flops_by_reg.png
Scale bar: 20 um. Other sequential cells in the stronger gray, the rest of the logic in the fainter gray.
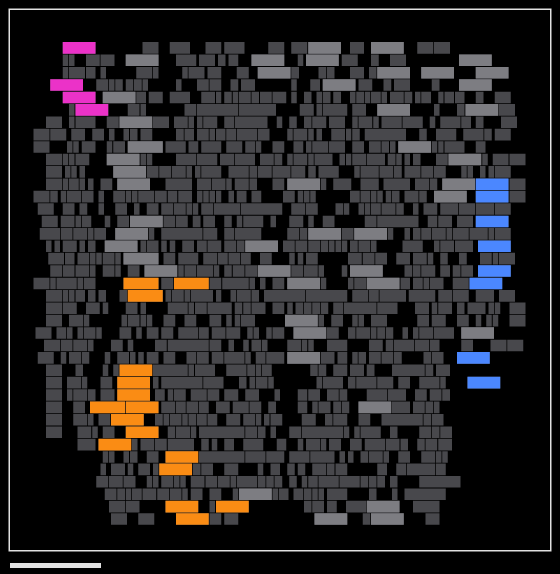
clk_routes.png
Scale bar: 20 um.
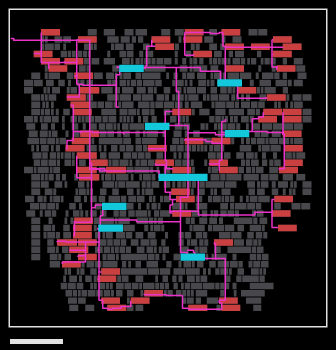
wires.png
Scale bar: 20 um. Two of the layers only.
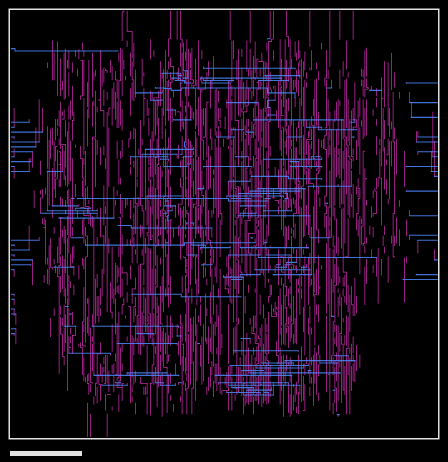
### src/rtl/au_pkg.sv
// Shared types and opcode encodings for the sequential arithmetic unit.
package au_pkg;

   localparam logic [1:0] AU_ENC_ADD = 2'b00;
   localparam logic [1:0] AU_ENC_SUB = 2'b01;
   localparam logic [1:0] AU_ENC_MUL = 2'b10;
   localparam logic [1:0] AU_ENC_DIV = 2'b11;

   typedef enum logic [1:0] {
      AU_ADD = AU_ENC_ADD,
      AU_SUB = AU_ENC_SUB,
      AU_MUL = AU_ENC_MUL,
      AU_DIV = AU_ENC_DIV
   } au_op_t;

   typedef enum logic [1:0] {
      IDLE,
      RUN,
      FIX,
      DONE
   } au_state_t;

endpackage

### src/rtl/arith_unit_seq_if.sv
// Operand/result bus between the keypad controller and the arithmetic unit.
//
// Handshake: Start is sampled only while Busy is low (IDLE or the Done
// cycle); operands and Operation are captured on that edge. Busy stays high
// until the Done pulse, during which Start is ignored and not queued. Done is
// a one-cycle pulse, never high together with Busy, and Result, Remainder,
// OVR and DivZero are valid from that cycle until the next Done.
interface arith_unit_seq_if
   import au_pkg::*;
#(
   parameter int WIDTH = 8
);
   logic                 Start;
   au_op_t               Operation;
   logic [2*WIDTH-1:0]   OperandA;
   logic [WIDTH-1:0]     OperandB;
   logic                 Busy;
   logic                 Done;
   logic [2*WIDTH-1:0]   Result;
   logic [WIDTH-1:0]     Remainder;
   logic                 OVR;
   logic                 DivZero;

   modport master (
      output Start, Operation, OperandA, OperandB,
      input  Busy, Done, Result, Remainder, OVR, DivZero
   );

   modport slave (
      input  Start, Operation, OperandA, OperandB,
      output Busy, Done, Result, Remainder, OVR, DivZero
   );
endinterface

### src/rtl/au_seq_core.sv
// Shared 2W accumulator with one adder/subtractor: shift-add multiply of
// magnitudes (hi:lo = partial product:multiplier) and restoring divide
// (hi:lo = partial remainder:dividend/quotient), one bit per step.
module au_seq_core
   import au_pkg::*;
#(
   parameter int WIDTH = 8
) (
   input  logic               Clock,
   input  logic               Clear_n,
   input  logic               load,
   input  logic [2*WIDTH-1:0] load_val,
   input  logic               step,
   input  logic               is_div,
   input  logic [WIDTH-1:0]   operand,
   output logic [2*WIDTH-1:0] acc
);
   localparam logic [WIDTH+1:0] ONE = {{(WIDTH+1){1'b0}}, 1'b1};

   logic [WIDTH-1:0]   hi;
   logic [WIDTH-1:0]   lo;
   logic [WIDTH:0]     x;
   logic [WIDTH+1:0]   y_ext;
   logic [WIDTH+1:0]   sum;
   logic [2*WIDTH-1:0] acc_next;

   assign hi = acc[2*WIDTH-1:WIDTH];
   assign lo = acc[WIDTH-1:0];

   // One iteration: divide shifts left and trial-subtracts, multiply adds and shifts right.
   always_comb begin
      x        = '0;
      y_ext    = '0;
      sum      = '0;
      acc_next = acc;
      if (is_div) begin
         x   = {hi, lo[WIDTH-1]};
         y_ext = ~{2'b00, operand};
         sum = {1'b0, x} + y_ext + ONE;
         // A negative difference means the divisor did not fit: restore.
         if (!sum[WIDTH+1]) acc_next = {sum[WIDTH-1:0], lo[WIDTH-2:0], 1'b1};
         else               acc_next = {x[WIDTH-1:0], lo[WIDTH-2:0], 1'b0};
      end else begin
         x     = {1'b0, hi};
         y_ext = lo[0] ? {2'b00, operand} : '0;
         sum   = {1'b0, x} + y_ext;
         acc_next = {sum[WIDTH:0], lo[WIDTH-1:1]};
      end
   end

   // Accumulator register: loaded on accept, advanced once per RUN cycle.
   always_ff @(posedge Clock) begin
      if (!Clear_n)  acc <= '0;
      else if (load) acc <= load_val;
      else if (step) acc <= acc_next;
   end
endmodule

### src/rtl/arith_unit_seq.sv
// Sequential signed add/sub/mul/div unit with Start/Busy/Done handshake.
// Single-cycle ops (add, sub, divide by zero) go straight to FIX, so every
// operation produces its results in FIX and pulses Done in DONE.
module arith_unit_seq
   import au_pkg::*;
#(
   parameter int WIDTH = 8
) (
   input  logic               Clock,
   input  logic               Clear_n,
   arith_unit_seq_if.slave    bus,
   output au_state_t          dbg_state
);
   localparam int W2 = 2 * WIDTH;
   localparam int CW = $clog2(WIDTH + 1);
   localparam logic [CW-1:0]    LAST_ITER = CW'(WIDTH - 1);
   localparam logic [WIDTH-1:0] HALF      = {1'b1, {(WIDTH-1){1'b0}}};

   au_state_t        state, state_next;
   logic [CW-1:0]    cnt;
   au_op_t           op_q;
   logic [W2-1:0]    a_q;
   logic [WIDTH-1:0] b_q;
   logic             accept, short_op;

   logic [WIDTH-1:0] in_b_mag;
   logic [W2-1:0]    in_a_mag2, load_val;
   logic [WIDTH-1:0] a_lo_q, a_mag_q, b_mag_q;
   logic [W2-1:0]    a_mag2_q, core_acc;

   logic [W2-1:0]    fix_result;
   logic [WIDTH-1:0] fix_rem;
   logic             fix_ovr, fix_divz;
   logic [WIDTH:0]   as_sum;
   logic [WIDTH-1:0] q, r, qs;
   logic             neg, q_ovf;

   assign accept   = bus.Start && (state == IDLE || state == DONE);
   assign short_op = (bus.Operation == AU_ADD) || (bus.Operation == AU_SUB) ||
                     (bus.Operation == AU_DIV && bus.OperandB == '0);

   assign in_b_mag  = bus.OperandB[WIDTH-1] ? -bus.OperandB : bus.OperandB;
   assign in_a_mag2 = bus.OperandA[W2-1] ? -bus.OperandA : bus.OperandA;
   assign load_val  = (bus.Operation == AU_DIV) ? in_a_mag2 : {{WIDTH{1'b0}}, in_b_mag};

   assign a_lo_q   = a_q[WIDTH-1:0];
   assign a_mag_q  = a_lo_q[WIDTH-1] ? -a_lo_q : a_lo_q;
   assign b_mag_q  = b_q[WIDTH-1] ? -b_q : b_q;
   assign a_mag2_q = a_q[W2-1] ? -a_q : a_q;

   au_seq_core #(.WIDTH(WIDTH)) u_core (
      .Clock    (Clock),
      .Clear_n  (Clear_n),
      .load     (accept),
      .load_val (load_val),
      .step     (state == RUN),
      .is_div   (op_q == AU_DIV),
      .operand  ((op_q == AU_DIV) ? b_mag_q : a_mag_q),
      .acc      (core_acc)
   );

   // State, iteration counter and operand capture.
   always_ff @(posedge Clock) begin
      if (!Clear_n) begin
         state <= IDLE;
         cnt   <= '0;
         op_q  <= AU_ADD;
         a_q   <= '0;
         b_q   <= '0;
      end else begin
         state <= state_next;
         if (accept) begin
            op_q <= bus.Operation;
            a_q  <= bus.OperandA;
            b_q  <= bus.OperandB;
            cnt  <= '0;
         end else if (state == RUN) begin
            cnt <= cnt + 1'b1;
         end
      end
   end

   // Next-state logic; a Start in the Done cycle is accepted like one in IDLE.
   always_comb begin
      state_next = state;
      case (state)
         IDLE, DONE: begin
            if (accept) state_next = short_op ? FIX : RUN;
            else        state_next = IDLE;
         end
         RUN:     if (cnt == LAST_ITER) state_next = FIX;
         FIX:     state_next = DONE;
         default: state_next = IDLE;
      endcase
   end

   // Final results: add/sub directly, sign correction for mul/div, range check for div.
   always_comb begin
      fix_result = '0;
      fix_rem    = '0;
      fix_ovr    = 1'b0;
      fix_divz   = 1'b0;
      as_sum     = '0;
      q          = core_acc[WIDTH-1:0];
      r          = core_acc[W2-1:WIDTH];
      qs         = '0;
      neg        = 1'b0;
      q_ovf      = 1'b0;
      case (op_q)
         AU_ADD, AU_SUB: begin
            if (op_q == AU_SUB) as_sum = {a_lo_q[WIDTH-1], a_lo_q} - {b_q[WIDTH-1], b_q};
            else                as_sum = {a_lo_q[WIDTH-1], a_lo_q} + {b_q[WIDTH-1], b_q};
            fix_result = {{(WIDTH-1){as_sum[WIDTH]}}, as_sum};
            fix_ovr    = as_sum[WIDTH] ^ as_sum[WIDTH-1];
         end
         AU_MUL: begin
            neg        = a_lo_q[WIDTH-1] ^ b_q[WIDTH-1];
            fix_result = neg ? -core_acc : core_acc;
         end
         default: begin
            if (b_q == '0) begin
               fix_divz = 1'b1;
               fix_ovr  = 1'b1;
            end else begin
               neg = a_q[W2-1] ^ b_q[WIDTH-1];
               // A high half not below the divisor means the quotient needs more than WIDTH bits.
               q_ovf = (a_mag2_q[W2-1:WIDTH] >= b_mag_q) || (neg ? (q > HALF) : (q >= HALF));
               if (q_ovf) begin
                  fix_ovr = 1'b1;
               end else begin
                  qs         = neg ? -q : q;
                  fix_result = {{WIDTH{qs[WIDTH-1]}}, qs};
                  fix_rem    = a_q[W2-1] ? -r : r;
               end
            end
         end
      endcase
   end

   // Output registers: loaded in FIX, held until the next FIX.
   always_ff @(posedge Clock) begin
      if (!Clear_n) begin
         bus.Result    <= '0;
         bus.Remainder <= '0;
         bus.OVR       <= 1'b0;
         bus.DivZero   <= 1'b0;
      end else if (state == FIX) begin
         bus.Result    <= fix_result;
         bus.Remainder <= fix_rem;
         bus.OVR       <= fix_ovr;
         bus.DivZero   <= fix_divz;
      end
   end

   assign bus.Busy  = (state == RUN) || (state == FIX);
   assign bus.Done  = (state == DONE);
   assign dbg_state = state;
endmodule

### src/flat_wrapper.sv
// flat-port wrapper written by rule: the top's interface ports become plain ports
module arith_unit_seq_flat import au_pkg::*;
#(
   parameter int WIDTH = 8
)
  (Clock, Clear_n, dbg_state, bus_Start, bus_Operation, bus_OperandA, bus_OperandB, bus_Busy, bus_Done, bus_Result, bus_Remainder, bus_OVR, bus_DivZero);
  arith_unit_seq_if #(.WIDTH(WIDTH)) bus_i ();
  input  logic Clock;
  input  logic Clear_n;
  output au_state_t dbg_state;
  input wire logic [$bits(bus_i.Start)-1:0] bus_Start;
  input wire logic [$bits(bus_i.Operation)-1:0] bus_Operation;
  input wire logic [$bits(bus_i.OperandA)-1:0] bus_OperandA;
  input wire logic [$bits(bus_i.OperandB)-1:0] bus_OperandB;
  output wire logic [$bits(bus_i.Busy)-1:0] bus_Busy;
  output wire logic [$bits(bus_i.Done)-1:0] bus_Done;
  output wire logic [$bits(bus_i.Result)-1:0] bus_Result;
  output wire logic [$bits(bus_i.Remainder)-1:0] bus_Remainder;
  output wire logic [$bits(bus_i.OVR)-1:0] bus_OVR;
  output wire logic [$bits(bus_i.DivZero)-1:0] bus_DivZero;
  assign bus_i.Start = bus_Start;
  assign bus_i.Operation = bus_Operation;
  assign bus_i.OperandA = bus_OperandA;
  assign bus_i.OperandB = bus_OperandB;
  assign bus_Busy = bus_i.Busy;
  assign bus_Done = bus_i.Done;
  assign bus_Result = bus_i.Result;
  assign bus_Remainder = bus_i.Remainder;
  assign bus_OVR = bus_i.OVR;
  assign bus_DivZero = bus_i.DivZero;
  arith_unit_seq #(.WIDTH(WIDTH)) u_core (.Clock(Clock), .Clear_n(Clear_n), .bus(bus_i), .dbg_state(dbg_state));
endmodule
### config.mk
export PLATFORM = sky130hd
export DESIGN_NAME = arith_unit_seq_flat
export DESIGN_NICKNAME = d
export VERILOG_FILES = /design/src/rtl/au_pkg.sv /design/src/rtl/arith_unit_seq_if.sv /design/src/rtl/au_seq_core.sv /design/src/rtl/arith_unit_seq.sv /design/src/flat_wrapper.sv
export SDC_FILE = /design/constraint.sdc
export NUM_CORES = 1
export LEC_CHECK = 0
export CAP_MARGIN = 15
export CORE_MARGIN = 5
export CORE_UTILIZATION = 53
export CTS_BUF_LIST = sky130_fd_sc_hd__clkbuf_16
export DETAILED_ROUTE_END_ITERATION = 10
export PLACE_DENSITY = 0.77
export RECOVER_POWER = 100
export SLEW_MARGIN = 20
export SYNTH_ARGS = -nofsm -noshare
export SYNTH_HDL_FRONTEND = slang
export SYNTH_SLANG_ARGS = --single-unit
### constraint.sdc
create_clock -name Clock -period 3.2 [get_ports Clock]
set_input_delay 0.32 -clock Clock [delete_from_list [all_inputs] [get_ports Clock]]
set_output_delay 0.32 -clock Clock [all_outputs]
set_load 0.01 [all_outputs]
==> impl_metrics.py <==
# Generated from Yosys and OpenROAD reports
metrics = {
    "critical_path": {
        "ff2ff_path_depth": 10,
        "r2r_start": "u_core.a_q[10]",
        "crit_type": "reg -> reg",
        "r2r-end": "u_core.bus.Result[14]",
    },
    "outcome": {
        "outcome": "complete, but fails checks",
        "violations": "negative setup slack",
    },
    "global_route": {
        "antenna_found_initial": 0,
        "grt_remaining_overflow": 0,
        "grt_max_degree": 49,
        "grt_pass1_vias": 6225,
    },
    "sta": {
        "slew_headroom_pct": 36.5,
        "hold_violations": 0,
        "slew_viol_final": 0,
        "finalCriticalPeriod_ns": 3.27,
        "setup_violations": 22,
        "worst_slack_ns": -0.0685,
    },
    "power_and_ir_drop": {
        "p_leak_nw": 3.19,
        "pwr_density_cell_nw_per_um2": 1020,
        "total_power_w": 0.00804,
        "p_comb_share_pct": 69.1,
        "switchingPower_w": 0.00383,
    },
    "place": {
        "hpwl_um": 14300,
        "dp_cells": 1056,
        "numPortBuffers": 58,
    },
    "cts": {
        "clkTransAtPathRegs_ns": 0.06,
        "cts_max_level": 3,
        "hold_buffers": 0,
        "cts_buffers": 9,
        "cts_tree": "yes",
    },
    "flow_run": {
        "warning_count": 30,
    },
    "yosys": {
        "synth_area_um2": 6240,
        "synth_cells": 839,
        "area_leaders": "dfxtp_1 (24%), ha_1 (8.6%), nand2_1 (8.6%)",
        "netlist_top_cells_count": "nand2_1 (143), nor2_1 (75), dfxtp_1 (74), o21ai_0 (64), ha_1 (43)",
        "top_area_cell": "dfxtp_1",
        "synth_async_sr_flop_share_pct": 0,
        "ys_types": 66,
        "ys_ff": 74,
    },
    "die": {
        "die.size.y_um": 118,
        "die_area_um2": 14000,
    },
    "route": {
        "first_iter_violations": 470,
        "drc_errors": 0,
    },
}
Notes on flops_by_reg.png above:
Blue is `u_core.bus.Remainder`, flops 8, where east. Orange is `u_core.a_q`, flops 16. Magenta is `u_core.cnt`, flops 4, where north-west.
sequential share of cell area: 18.8%
final core utilization: 69.1%
P_seq: 0.00155 W

Notes on clk_routes.png above:
Red is flip-flops, count 74. Magenta is clock wires, length 1060 um. Cyan is clock drivers, count 9.
Position of the flops: all over the die.
Clock group: 0.000936 W
Worst Skew: 0.00636 ns
Clk pwr share: 11.6%

Notes on wires.png above:
Blue is metal 3, wire length 1390 um. Magenta is metal 2, wire length 9360 um.
routed len/inst: 17.8 um
final WL: 19100 um
GRT Util Overall: 26.1%
vias: 6504

[stage by stage]
| step | TNS, ns | area, um^2 |
|---|---|---|
| after floorplan | 0 | 6240 |
| after global placement | -1.76 | 7260 |
| after detailed placement | -3.57 | 7260 |
| after CTS | -2.24 | 7640 |
| after global routing | -4.50 | 7920 |
| final | -0.719 | 7920 |
[sequential cells by signal (all words and copies together), names as in the netlist]
register	count
u_core.bus.Remainder	8
u_core.op_q	2
u_core.b_q	8
u_core.cnt	4
u_core.dbg_state	2
u_core.bus.OVR	1
u_core.bus.DivZero	1
u_core.a_q	16
u_core.bus.Result	16
u_core.u_core.acc	16
[layout by cell type, fill, tap and decap left out, types with 11 or more instances in the layout]
cell type and count:
inv_1 26, xnor2_1 39, ha_1 38, dfxtp_1 68
nor2_1 70, a21oi_1 33, buf_4 58, dlygate4sd3_1 32
clkdlybuf4s50_1 25, a21boi_0 36, xor2_1 39, o21ai_0 58
nor3_1 13, nor2b_1 11, o211ai_1 12, o21a_1 17
nand2_1 136, nand3_1 11
[metal layers]
metal / global-route usage, % / up-vias / part of all wire, % / wire length [um]
met5: 0 / - / 0 / 0
met4: 9.21 / 0 / 2.9 / 562
met3: 5.25 / 55 / 7.2 / 1390
met2: 44.5 / 302 / 49 / 9360
met1: 32.8 / 3012 / 41 / 7840
li1: - / 3135 / - / -
[final cells by class]
| type | count | area (um^2) |
|---|---|---|
| flip-flops and latches | 74 | 1490 |
| clock buffers | 9 | 225 |
| clock inverters | 7 | 45.0 |
| fillers | 929 | 3550 |
| inverters | 28 | 105 |
| multi-input cells | 692 | 4810 |
| well taps | 143 | 179 |
| repair buffers | 124 | 1060 |
[cell families after synthesis]
group                    after synthesis  share of synthesized area [%]
AND-OR/OR-AND                        246                           26.5
XOR/XNOR                              83                           11.9
adder cells (fa/ha/maj)               46                           9.59
buffers and inverters                 73                           4.82
flip-flops                            74                           23.8
multiplexers                           7                           1.16
AND/OR/NAND/NOR                      310                           22.3
[power groups by stage]
stage	Clock [W]	Combinational (W)	Sequential (W)
2_1_floorplan	0	0.00339	0.00147
3_3_place_gp	0	0.00485	0.00152
3_5_place_dp	0	0.00498	0.00153
4_1_cts	0.000944	0.00514	0.00152
5_1_grt	0.000985	0.00604	0.00158
6_report	0.000936	0.00556	0.00155
[critical path, stage by stage, from the launching register on]
cell	delay [ns]
dfxtp_1	0.31
or4_1	0.59
o41ai_4	0.33
xnor2_1	0.18
ha_1	0.29
a21o_1	0.17
a211o_1	0.29
or4_4	0.49
nor3_4	0.22
a21oi_4	0.11
a31oi_2	0.21
[how the worst max path moves through the flow]
stage                                    endpoint  slack [ns]  cells past startpoint
after floorplan             u_core.u_core.acc[14]       0.009                     12
after global placement      u_core.bus.Result[15]       -0.10                     13
after detailed placement    u_core.bus.Result[14]       -0.19                     14
after CTS                 u_core.bus.Remainder[5]       -0.12                     14
after global routing        u_core.bus.Result[14]       -0.20                     13
final                       u_core.bus.Result[14]       -0.07                     10
[repair_timing]
action                                  in CTS  in global routing
gates resized                               21                 66
endpoints found under the setup margin      31                 34
buffers inserted                             2                  3
pin swaps                                   28                 37
Power is estimated from default activity; no workload was simulated.
